`config.mk`:
```
export PLATFORM = sky130hd
export DESIGN_NAME = reg_wb_queue
export DESIGN_NICKNAME = d
export VERILOG_FILES = /design/src/rtl/reg_wb_queue.sv
export SDC_FILE = /design/constraint.sdc
export NUM_CORES = 1
export LEC_CHECK = 0
export ABC_AREA = 1
export CAP_MARGIN = 10
export CORE_MARGIN = 1
export CORE_UTILIZATION = 35
export DETAILED_ROUTE_END_ITERATION = 8
export PLACE_DENSITY = 0.68
export SYNTH_ARGS = -nofsm -noshare
export SYNTH_HDL_FRONTEND = slang
export SYNTH_SLANG_ARGS = --single-unit
```
`constraint.sdc`:
```
create_clock -name clk -period 2.9 [get_ports clk]
set_input_delay 0.58 -clock clk [delete_from_list [all_inputs] [get_ports clk]]
set_output_delay 0.58 -clock clk [all_outputs]
set_load 0.005 [all_outputs]
```
`src/rtl/reg_wb_queue.sv`:
```
// rtl/reg_wb_queue.sv - in-order register writeback queue with optional read forwarding
//
// Buffers writeback requests (for example multiplier results) in front of a
// single register-file write port. Entries are drained strictly in order, at
// most one per cycle, whenever the write port is not stalled.
//
// Build option: WB_FORWARD_EN
//   defined   -> the three read addresses are compared against all pending
//                entries; the youngest match supplies fwd_data_k.
//   undefined -> no comparators are built; fwd_hit_* and fwd_data_* are 0.
//
// Ports
//   clk, rst                 clock, synchronous active-high reset
//   push_valid/address/data  producer request; accepted when push_ready=1
//   push_ready               !full && !rst && !flush
//   flush                    drop all pending entries at the edge
//   rf_stall                 register file write port busy this cycle
//   write_address/data/enable  head entry presented to the register file
//   in_address_1..3          read addresses seen by the register file
//   fwd_hit_1..3, fwd_data_1..3  forwarding result per read address
//   count                    number of pending entries
module reg_wb_queue #(
    parameter int DEPTH = 4,
    parameter int AW    = 4,
    parameter int DW    = 32
) (
    input  logic                       clk,
    input  logic                       rst,
    input  logic                       push_valid,
    input  logic [AW-1:0]              push_address,
    input  logic [DW-1:0]              push_data,
    output logic                       push_ready,
    input  logic                       flush,
    input  logic                       rf_stall,
    output logic [AW-1:0]              write_address,
    output logic [DW-1:0]              write_data,
    output logic                       write_enable,
    input  logic [AW-1:0]              in_address_1,
    input  logic [AW-1:0]              in_address_2,
    input  logic [AW-1:0]              in_address_3,
    output logic                       fwd_hit_1,
    output logic                       fwd_hit_2,
    output logic                       fwd_hit_3,
    output logic [DW-1:0]              fwd_data_1,
    output logic [DW-1:0]              fwd_data_2,
    output logic [DW-1:0]              fwd_data_3,
    output logic [$clog2(DEPTH):0]     count
);

    localparam int PW = $clog2(DEPTH);
    localparam int CW = PW + 1;

    logic [AW-1:0] addr_mem_q [DEPTH];
    logic [AW-1:0] addr_mem_d [DEPTH];
    logic [DW-1:0] data_mem_q [DEPTH];
    logic [DW-1:0] data_mem_d [DEPTH];
    logic [PW-1:0] wr_ptr_q, wr_ptr_d;
    logic [PW-1:0] rd_ptr_q, rd_ptr_d;
    logic [CW-1:0] count_q, count_d;

    logic full, empty, push_fire;

    always_comb begin
        full          = (count_q == CW'(DEPTH));
        empty         = (count_q == '0);
        // A drain in the same cycle never frees a slot for a push when full.
        push_ready    = !full && !rst && !flush;
        push_fire     = push_valid && push_ready;
        write_enable  = !empty && !rf_stall;
        write_address = empty ? '0 : addr_mem_q[rd_ptr_q];
        write_data    = empty ? '0 : data_mem_q[rd_ptr_q];
        count         = count_q;

        addr_mem_d = addr_mem_q;
        data_mem_d = data_mem_q;
        if (push_fire) begin
            addr_mem_d[wr_ptr_q] = push_address;
            data_mem_d[wr_ptr_q] = push_data;
        end

        wr_ptr_d = wr_ptr_q + PW'(push_fire);
        rd_ptr_d = rd_ptr_q + PW'(write_enable);
        count_d  = count_q + CW'(push_fire) - CW'(write_enable);

        // The head is still written this cycle; only the bookkeeping is cleared.
        if (flush) begin
            wr_ptr_d = '0;
            rd_ptr_d = '0;
            count_d  = '0;
        end
    end

`ifdef WB_FORWARD_EN
    logic [AW-1:0] rd_addr [3];
    logic          hit     [3];
    logic [DW-1:0] hit_data[3];
    logic [PW-1:0] idx;

    // Walk entries from oldest to youngest so the last match wins. Only
    // registered storage is examined, so a push this cycle is not visible.
    always_comb begin
        rd_addr[0] = in_address_1;
        rd_addr[1] = in_address_2;
        rd_addr[2] = in_address_3;
        idx        = '0;
        for (int k = 0; k < 3; k++) begin
            hit[k]      = 1'b0;
            hit_data[k] = '0;
            for (int i = 0; i < DEPTH; i++) begin
                idx = rd_ptr_q + PW'(i);
                if ((CW'(i) < count_q) && (addr_mem_q[idx] == rd_addr[k])) begin
                    hit[k]      = 1'b1;
                    hit_data[k] = data_mem_q[idx];
                end
            end
        end
        fwd_hit_1  = hit[0];
        fwd_hit_2  = hit[1];
        fwd_hit_3  = hit[2];
        fwd_data_1 = hit_data[0];
        fwd_data_2 = hit_data[1];
        fwd_data_3 = hit_data[2];
    end
`else
    logic unused_rd_addr;
    assign unused_rd_addr = ^{in_address_1, in_address_2, in_address_3};
    assign fwd_hit_1  = 1'b0;
    assign fwd_hit_2  = 1'b0;
    assign fwd_hit_3  = 1'b0;
    assign fwd_data_1 = '0;
    assign fwd_data_2 = '0;
    assign fwd_data_3 = '0;
`endif

    // Storage has no reset; empty/valid is tracked by count alone.
    always_ff @(posedge clk) begin
        addr_mem_q <= addr_mem_d;
        data_mem_q <= data_mem_d;
    end

    always_ff @(posedge clk) begin
        if (rst) begin
            wr_ptr_q <= '0;
            rd_ptr_q <= '0;
            count_q  <= '0;
        end else begin
            wr_ptr_q <= wr_ptr_d;
            rd_ptr_q <= rd_ptr_d;
            count_q  <= count_d;
        end
    end

endmodule

```
==> flow_summary.toml, run 1 <==
# physical design summary
[outcome]
status = "finished, final reports clean"

[floorplanning]
coreArea_mm2 = 0.0202
die_y_um = 146
die_w_um = 146
row_count = 52

[sta]
setup_viol = 0
max_freq_mhz = 364
finalSetupTns_ps = 0
fin_crit_ps = 2750
finalCritPeriodShare = 0.947
relSlewSlack = 0.645
worst_slew_pin_slew_ps = 533
setup_ws_ps = 154
grt_setup_unrepaired = "no"
hold_viol = 0

[synth]
ys_ff = 151
yosys_warnings = 0

[global_route]
groute.usage.overall = 0.140
grt_pass1_wl_um = 22500
grt_max_degree = 42
grt_pass1_vias = 4174
top_usage_layer = "met2"
grt_overflow = 0

[finish]
fin_cells = 1094
syn2layout_area_growth_pct = 20.8
drive_above_1_share = 0.0656
mostFrequentLayoutCells = "inv_1 (156), nand2_1 (152), edfxtp_1 (144), conb_1 (99), clkdlybuf4s50_1 (81)"
lay_top_count = "inv_1"
fin_area_mm2 = 0.00874

[clock_network]
clock_sinks = 151
cts.reportedPaths.clkPinSlew_ps = 60
post_cts_buffers = 0
cts_tree = "built"
root_buffer = "clkbuf_16"
cts_resized = 0

[placement]
io_buffers = 81
dp_slack_ps = 349
place_inst = 1061
hpwl_um = 8480

[drt]
vias_per_cell = 4.13
first_iter_violations = 181
wire_per_inst_um = 12.9

[power]
cellLeakagePower_nw = 3.78
worst_ir_drop_vdd_mv = 0.362

[critical_path]
crit_type = "register to primary output"
worstSetupStartpoint = "rd_ptr_q[1]$_SDFF_PP0_"
critPathLaunchType = "register"
cp-end-kind = "primary output"
[run 1: Yosys cell counts]
| library cell | n | area share |
|---|---|---|
| buf_6 | 3 | 0.0047 |
| a21oi_1 | 38 | 0.026 |
| ha_1 | 4 | 0.0069 |
| nor3_4 | 1 | 0.0022 |
| nand3_1 | 74 | 0.051 |
| nand2_1 | 152 | 0.079 |
| edfxtp_1 | 144 | 0.60 |
| clkinv_1 | 1 | 0.00052 |
| xnor2_1 | 2 | 0.0024 |
| inv_2 | 1 | 0.00052 |
| buf_2 | 16 | 0.011 |
| dfxtp_1 | 7 | 0.019 |
| inv_1 | 156 | 0.081 |
| conb_1 | 1 | 0.00052 |
| nor2_1 | 14 | 0.0073 |
| fa_1 | 1 | 0.0028 |
| buf_4 | 100 | 0.10 |
| clkbuf_1 | 5 | 0.0026 |
[run 1: cell type report]
cell class | instances | area, um^2
clock inverter | 14 | 196
antenna | 1 | 2.50
sequential | 151 | 4470
multi-input combinational | 385 | 1690
timing repair buffer | 97 | 1020
fill | 1865 | 11500
clock buffer | 18 | 429
inverter | 158 | 596
tap | 270 | 338
[run 1: path summary, 6_finish.rpt]
check	to	slack [ps]	cells past startpoint
max reg2reg	count[2]$_SDFF_PP0_	710	9
min reg2reg	wr_ptr_q[1]$_SDFF_PP0_	580	2
min	wr_ptr_q[1]$_SDFF_PP0_	580	2
max	write_data[28]	150	4
[run 1: routing by layer]
layer  vias up  wire length (um)  part of all wire
li1       2242                 -                 -
met1      2091              6040              0.43
met2       176              7160              0.51
met3        14               774             0.055
met4         0               196             0.014
met5         -                 0                 0
[run 1: power by group]
part           internal (W)  switching (W)  total [W]
Clock               0.00145       0.000863    0.00231
Combinational      0.000138       0.000162   0.000300
Sequential          0.00241     0.00000730    0.00242
[run 1: worst max-delay path, cell delays in order (launching register included)]
cell and delay (ps):
dfxtp_2 330, buf_4 450, nand3_1 150, a21oi_1 260
clkdlybuf4s50_1 550
[run 1: sequential cells by signal (all words and copies together), names as in the netlist]
signal,cells
rd_ptr_q,2
wr_ptr_q,2
count,3
addr_mem_q,16
data_mem_q,128
[run 1: cell families (layout without fill, tap and decap cells)]
kind of cell,count (synthesis),count (layout),share of synthesized area
AND-OR/OR-AND,38,38,0.0263
XOR/XNOR,2,2,0.00242
adder cells (fa/ha/maj),5,5,0.00969
buffers and inverters,282,287,0.204
flip-flops,151,151,0.617
other,1,100,0.000519
AND/OR/NAND/NOR,241,241,0.140
[run 1: per-stage QoR]
| step | power, W | util | hold WS, ps |
|---|---|---|---|
| 2_1_floorplan | 0.00269 | - | 526 |
| 3_5_place_dp | 0.00276 | 0.401 | 568 |
| 5_1_grt | 0.00520 | 0.432 | 645 |
| 3_3_place_gp | 0.00276 | 0.401 | 558 |
| 4_1_cts | 0.00508 | 0.431 | 585 |
| 6_report | 0.00503 | 0.432 | 582 |
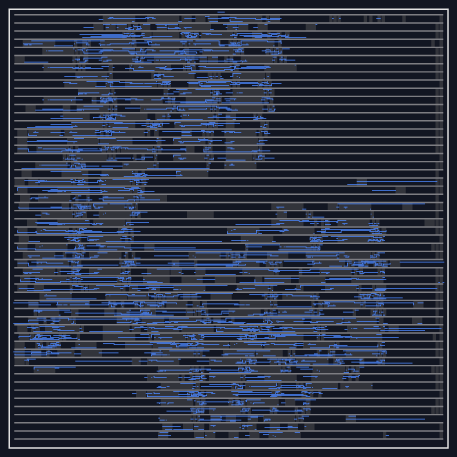
(run_1/layer_met1.png)
Scale: 3 px per um. Supply wires on this layer in gray. Cells faint in the background.
longest straight run: 49.7 um
wire length on this layer: 6040 um
share of all routed wire: 43%
nets with wire on the layer: 698
Post-Route WL: 14200 um
vias post-DR: 4523
met1 global-route usage: 0.175

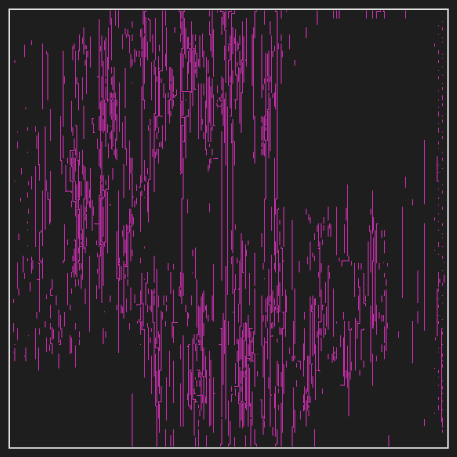
(run_1/layer_met2.png)
Scale: 3 px per um.
longest straight run: 62.6 um
nets with wire on the layer: 617
met2 Use GR: 0.236

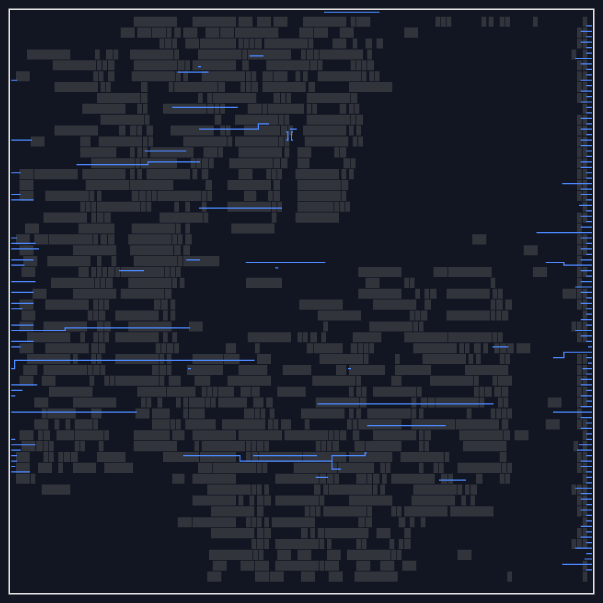
(run_1/layer_met3.png)
Scale: 4 px per um. Cells faint in the background.
main direction: horizontal
longest straight run: 59.8 um
wire length on this layer: 774 um
grt met3 use: 0.0317

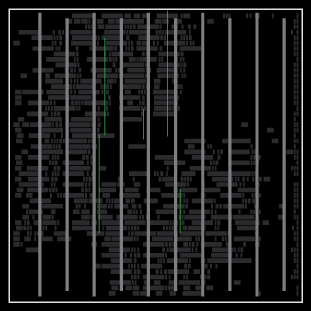
(run_1/layer_met4.png)
Scale: 2 px per um. Supply wires on this layer in gray. Cells faint in the background.
main direction: vertical
wire length on this layer: 197 um
nets with wire on the layer: 2
longest straight run: 62.6 um
share of all routed wire: 1.4%

==> inputs of run 2 (changes only) <==
CORE_UTILIZATION = 44   (was 35)
PLACE_DENSITY = 0.82   (was 0.68)
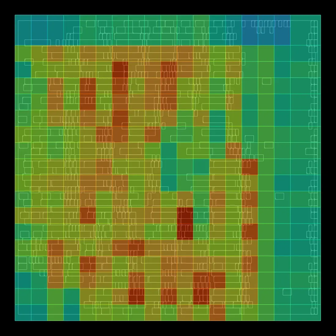
(run_2/congestion.png)
grt met3 use: 0.0394
GRT Total Usage: 0.165

==> run 2 against run 1 <==
Effect of this change:
- die size shrank 20%
- clock power decreased by 3%
- power shrank 1.3%
- sequential power hardly changed
- critical path depth unchanged
- area after synthesis stayed put
- clock-buffer cell count down 1
- wire length decreased by 5.0%
- cell count is 5.0% lower
- final area fell by 1.4%
- highest routed layer is now met5
==> flow_summary.toml, run 2 <==
# physical design summary
[finish]
syn2layout_area_growth_pct = 19.1
lay_top_count = "inv_1"
fin_area_mm2 = 0.00862

[sta]
relSlewSlack = 0.648
grt_setup_unrepaired = "no"
fin_crit_ps = 2670
finalSetupTns_ps = 0
max_freq_mhz = 374

[synth]
synth_top_cell_by_count = "inv_1"
async_flop_share = 0
top_cells_by_area = "edfxtp_1 (60%), buf_4 (10%), inv_1 (8.1%)"
netlist.area_leader.share = 0.598
synth-edff-count = 144
yosys_warnings = 0

[placement]
place_inst = 1007
io_buffers = 81

[clock_network]
cts.reportedPaths.clkPinSlew_ps = 60
cts_tree = "built"
post_cts_buffers = 0

[floorplanning]
die_y_um = 130
coreArea_mm2 = 0.0159

[critical_path]
crit_type = "register to primary output"
r2r_end = "count[2]$_SDFF_PP0_"
ff2ff_setup_slack_ps = 730
critPathLaunchType = "register"
cp-end-kind = "primary output"

[worst_hold_path]
hold_path_end = "wr_ptr_q[1]$_SDFF_PP0_"

[outcome]
status = "finished, final reports clean"

[power]
worst_ir_drop_vdd_mv = 0.464

[global_route]
grt_overflow = 0
grt_max_degree = 73
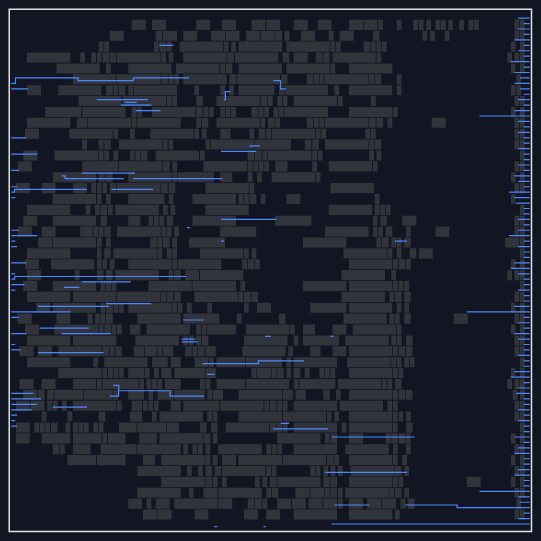
(run_2/layer_met3.png)
Scale: 4 px per um. Cells faint in the background.
longest straight run: 49.3 um
share of all routed wire: 6.4%
nets with wire on the layer: 145
vias post-DR: 4597
Post-Route WL: 13500 um

==> run 2: per-layer routing <==
| layer | part of all wire | GRT usage | routed length (um) |
|---|---|---|---|
| met3 | 0.064 | 0.0394 | 865 |
| met1 | 0.40 | 0.188 | 5330 |
| met4 | 0.016 | 0.0684 | 214 |
| met2 | 0.52 | 0.296 | 7040 |
| met5 | 0.00067 | 0 | 9 |
==> run 2: how the worst max path moves through the flow <==
stage                                         end  cells past startpoint
final                              write_data[30]                      4
after global routing               write_data[30]                      4
after CTS                           write_data[1]                      4
after detailed placement               push_ready                      5
after global placement                 push_ready                      5
after floorplan           addr_mem_q[0]$_DFFE_PP_                      3
==> run 2: where the power goes <==
| group | switching, W | internal, W |
|---|---|---|
| Clock | 0.000874 | 0.00137 |
| Combinational | 0.000160 | 0.000136 |
| Sequential | 0.00000760 | 0.00241 |
| Total | 0.00104 | 0.00392 |
==> run 2: kinds of logic after synthesis <==
| logic type | share of synthesized area |
|---|---|
| buffers and inverters | 0.204 |
| and+or+nand+nor | 0.140 |
| DFF | 0.617 |
| AOI/OAI and AO/OA | 0.0263 |
| adders and majority gates | 0.00969 |
| xor gates and xnor gates | 0.00242 |
| other | 0.000519 |
==> run 2: critical path: stages, from the launching register on <==
cell	delay, ps
dfxtp_2	330
buf_4	450
nand3_1	130
a21oi_1	220
clkdlybuf4s50_1	550
==> run 2: per-stage QoR <==
stage          utilization  hold WS, ps  setup WS (ps)
2_1_floorplan            -          526          -1.02
3_3_place_gp         0.502          550            370
3_5_place_dp         0.502          574            356
4_1_cts              0.540          582            202
5_1_grt              0.540          612            113
6_report             0.540          575            225
==> run 2: final cells by class <==
class / count / area, um^2
multi-input combinational: 385 / 1690
inverter: 158 / 593
clock buffer: 17 / 425
timing repair buffer: 97 / 981
fill: 1303 / 7330
clock inverter: 15 / 190
tap: 216 / 270
sequential: 151 / 4470
==> inputs of run 3 (changes only) <==
PLACE_DENSITY = 0.77   (was 0.82)
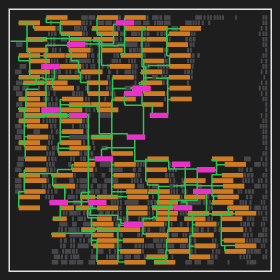
(run_3/clk_routes.png)
Scale: 2 px per um.
legend:
  orange:
    item: flip-flops
    count: 151
  green:
    item: clock wires
    length: 1690 um
  magenta:
    item: clock drivers
    count: 17
flops lie: spread over the die
routed clock nets: 18
Clk network pwr share: 0.461
Final Skew: 11.4 ps
clk pwr: 0.00232 W
Latency at later pin: 420 ps

==> run 3 against run 2 <==
Effect of this change:
- synthesized cell count unchanged
- combinational power barely moved
- clock power grew 3%
- clock skew about the same
- final area increased by 0.39%
- core utilization rose by 0.21 points
- area after synthesis stayed put
- global-route usage up 0.90 points
- non-clock buffer count rose by 1
- maximum frequency is 0.79% lower
- setup slack got worse by 21 ps
- power grew 1.4%
- largest power group unchanged
==> flow_summary.toml, run 3 <==
# physical design summary
[critical_path]
critPathLaunchType = "register"
cp-end-kind = "primary output"
crit_type = "register to primary output"

[flow_run]
cap_violations = 0

[drt]
wl_um = 13800
num_vias = 4573

[synth]
yosys_warnings = 0
ys_ff = 151
top_cells_by_area = "edfxtp_1 (60%), buf_4 (10%), inv_1 (8.1%)"
ys.flop_type = "edfxtp_1"
synth_top_cell_by_count = "inv_1"
async_flop_share = 0
synth-edff-count = 144
netlist.area_leader.share = 0.598

[placement]
io_buffers = 81

[sta]
holdWs_ps = 584
grt_setup_unrepaired = "no"
fin_crit_ps = 2700
max_freq_mhz = 371

[clock_network]
post_cts_buffers = 0
cts_buffer_depth = 2
cts.reportedPaths.clkPinSlew_ps = 60
cts_tree = "built"

[floorplanning]
pin_count = 193
die_y_um = 130
coreArea_mm2 = 0.0159

[global_route]
groute.usage.overall = 0.174
grt_max_degree = 43
grt_overflow = 0

[outcome]
status = "finished, final reports clean"

[finish]
lay_top_count = "inv_1"
insertedDiodeCount = 0
syn2layout_area_growth_pct = 19.6
fillers = 1328
mostFrequentLayoutCells = "inv_1 (156), nand2_1 (152), edfxtp_1 (144), conb_1 (99), clkdlybuf4s50_1 (81)"

[power]
worst_ir_drop_vdd_mv = 0.388
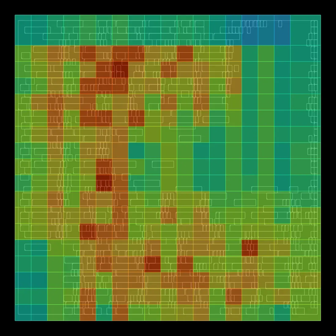
(run_3/congestion.png)
wire per inst: 13.2 um
utilization after layout: 0.543
met1 global-route usage: 0.200
grt met3 use: 0.0422
Most Crowded Layer GR: met2

-- run 3: power by group --
group | switching (W) | leakage (nW) | internal, W
sequential | 0.00000758 | 1.36 | 0.00241
combinational | 0.000159 | 2.12 | 0.000134
clock | 0.000868 | 0.299 | 0.00145
total | 0.00103 | 3.78 | 0.00399
-- run 3: layer usage --
metal | share of wire | global-route usage
met5 | 0 | 0
met4 | 0.013 | 0.0670
met3 | 0.047 | 0.0422
met2 | 0.54 | 0.311
met1 | 0.40 | 0.200
-- run 3: kinds of logic after synthesis --
| logic type | count (synthesis) | synth area share |
|---|---|---|
| AOI/OAI and AO/OA | 38 | 0.0263 |
| xor gates and xnor gates | 2 | 0.00242 |
| adders and majority gates | 5 | 0.00969 |
| buffers and inverters | 282 | 0.204 |
| DFF | 151 | 0.617 |
| other | 1 | 0.000519 |
| and+or+nand+nor | 241 | 0.140 |
-- run 3: final cells by class --
type / count / area, um^2 / share of cell area
Clock buffer: 18 / 429 / 0.0496
Clock inverter: 14 / 198 / 0.0229
Timing Repair Buffer: 98 / 1000 / 0.116
Multi-Input combinational cell: 385 / 1690 / 0.195
Inverter: 158 / 596 / 0.0689
Tap cell: 216 / 270 / 0.0312
Sequential cell: 151 / 4470 / 0.516
-- run 3: worst paths after layout --
path                                        startpoint                     end  slack [ps]  cells past startpoint
worst max register to register     count[2]$_SDFF_PP0_     count[2]$_SDFF_PP0_         840                     10
worst min-delay path            wr_ptr_q[1]$_SDFF_PP0_  wr_ptr_q[1]$_SDFF_PP0_         580                      2
worst max-delay path            rd_ptr_q[1]$_SDFF_PP0_          write_data[31]         200                      5
worst min register to register  wr_ptr_q[1]$_SDFF_PP0_  wr_ptr_q[1]$_SDFF_PP0_         580                      2
-- run 3: stage by stage --
step	total power (W)	instances	instance area, um^2	setup slack, ps	setup TNS, ps
6_report	0.00503	1040	8650	204	0
5_1_grt	0.00520	1040	8650	92.3	0
4_1_cts	0.00507	1040	8650	58.2	0
3_5_place_dp	0.00276	1008	8020	363	0
3_3_place_gp	0.00275	1008	8020	364	0
2_1_floorplan	0.00269	818	7600	-1.02	-147
-- run 3: critical path: stages, from the launching register on --
cell and delay (ps):
dfxtp_2 320, clkinv_1 200, buf_12 240, nand3_1 110, a21oi_1 260, clkdlybuf4s50_1 550
No activity file was given, so power comes from the tool's default toggle rates.
